Signal wires by layer:
Two of the layers only.
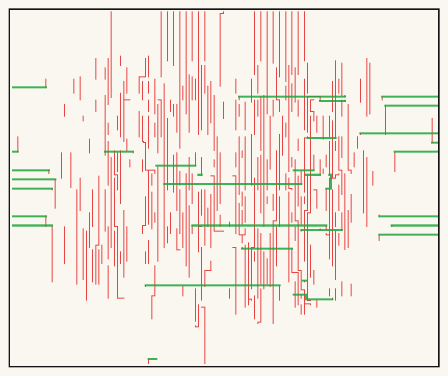
Port wiring:
Scale bar: 20 um.
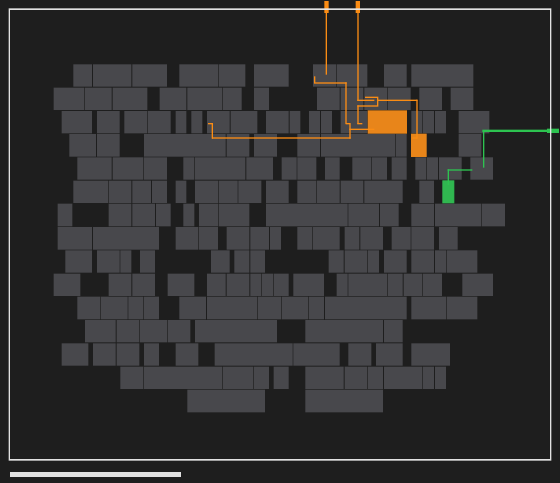
Signal wires on met1:
Supply wires on this layer in gray.
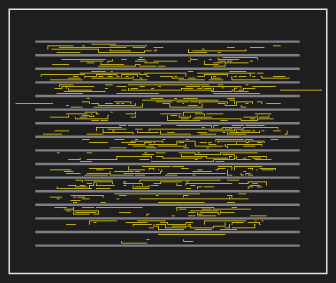
Design mips_mc_controller, sky130hd; sources not shown.
==> CHANGELOG.md <==
### Metrics

* Clock buffer depth at 2
* Share of cell area taken by muxes after synthesis at 2.14%
* Setup repair after global routing missed its margin: true
* Number of placed instances with taps included at 202
* Largest fanout on the critical path at 2
* Number of endpoints with negative hold slack in the final report at 0
* Overall power of the completed layout at 1.24 mW
* DP Area at 0.00152 mm2
* Pins over their slew limit at 0
* Register-to-register setup slack at 0.43 ns
* Final setup violation count at 1
* Simple-gate portion of the synthesized area at 33.9%
* Die width at 63.2 um
* Least setup slack across all paths after layout at -0.0400 ns
* Final design utilization at 73.0%
* Flop+latch power at 0.239 mW
* Number of instances on the worst hold path at 1
* Status: finished, violations left
* Slowest Stage Delay on Critical Path at 0.39 ns
* Yosys cell types at 53
* Share of the core filled by cells before placement at 46.1%
* Multi-Input Combinational at 102
* Global-route met3 utilization at 3.86%
* Clock-net power at 0.113 mW
* Vert. Die Dim at 52.6 um
* Number of logged tool warnings at 30
* Cell at the slowest stage of the critical path: sky130_fd_sc_hd__or3_4
* Invs w/o clock at 9
* Syn nets at 144
* Comb gate area at 792 um2
* HPWL after detailed placement at 2540 um
* Final estimated routing congestion in global placement at 0.893
* Final Net Count at 200
* Area of all placed cells without fillers at 0.00158 mm2
* Average size of a mapped cell at 7.84 um2
* Pre-CTS WS at -0.439 ns
* Proportion of netlist area held by the largest area contributor at 20.1%
* Violated checks: negative setup slack
* Iteration count of the initial detailed-routing pass at 4
* Power group with the largest share: combinational cells
* Tally of filler cells in the layout at 166
* Number of enable-type register cells in the synthesized netlist at 0
* Top Usage Layer GRT: met2
* Share of cell area taken by multi-input logic gates at 50.2%
## Picture notes: 'signal wires by layer'
color	layer	wire length
green	metal 3	213 um
red	metal 2	1530 um
wirelength, routed: 3210 um
via count: 1221
routed wirelength normalized by instance count: 15.6 um
GRT Overall Usage: 20.5%

## Picture notes: 'port wiring'
color	port	bits	direction	edge	end cells	wire
orange	`PCSrc`	2	output	top	2	68.4 um
green	`ALUSrcA`	1	output	right	1	16.3 um
# port buffers: 35
number of I/O pins: 36

## Picture notes: 'signal wires on met1'
nets with wire on the layer	172
wire length on this layer	1390 um
share of all routed wire	43%
Global Route met1 Usage: 25.2%

Power figures rest on the tool's default switching activity, not on a simulated workload.
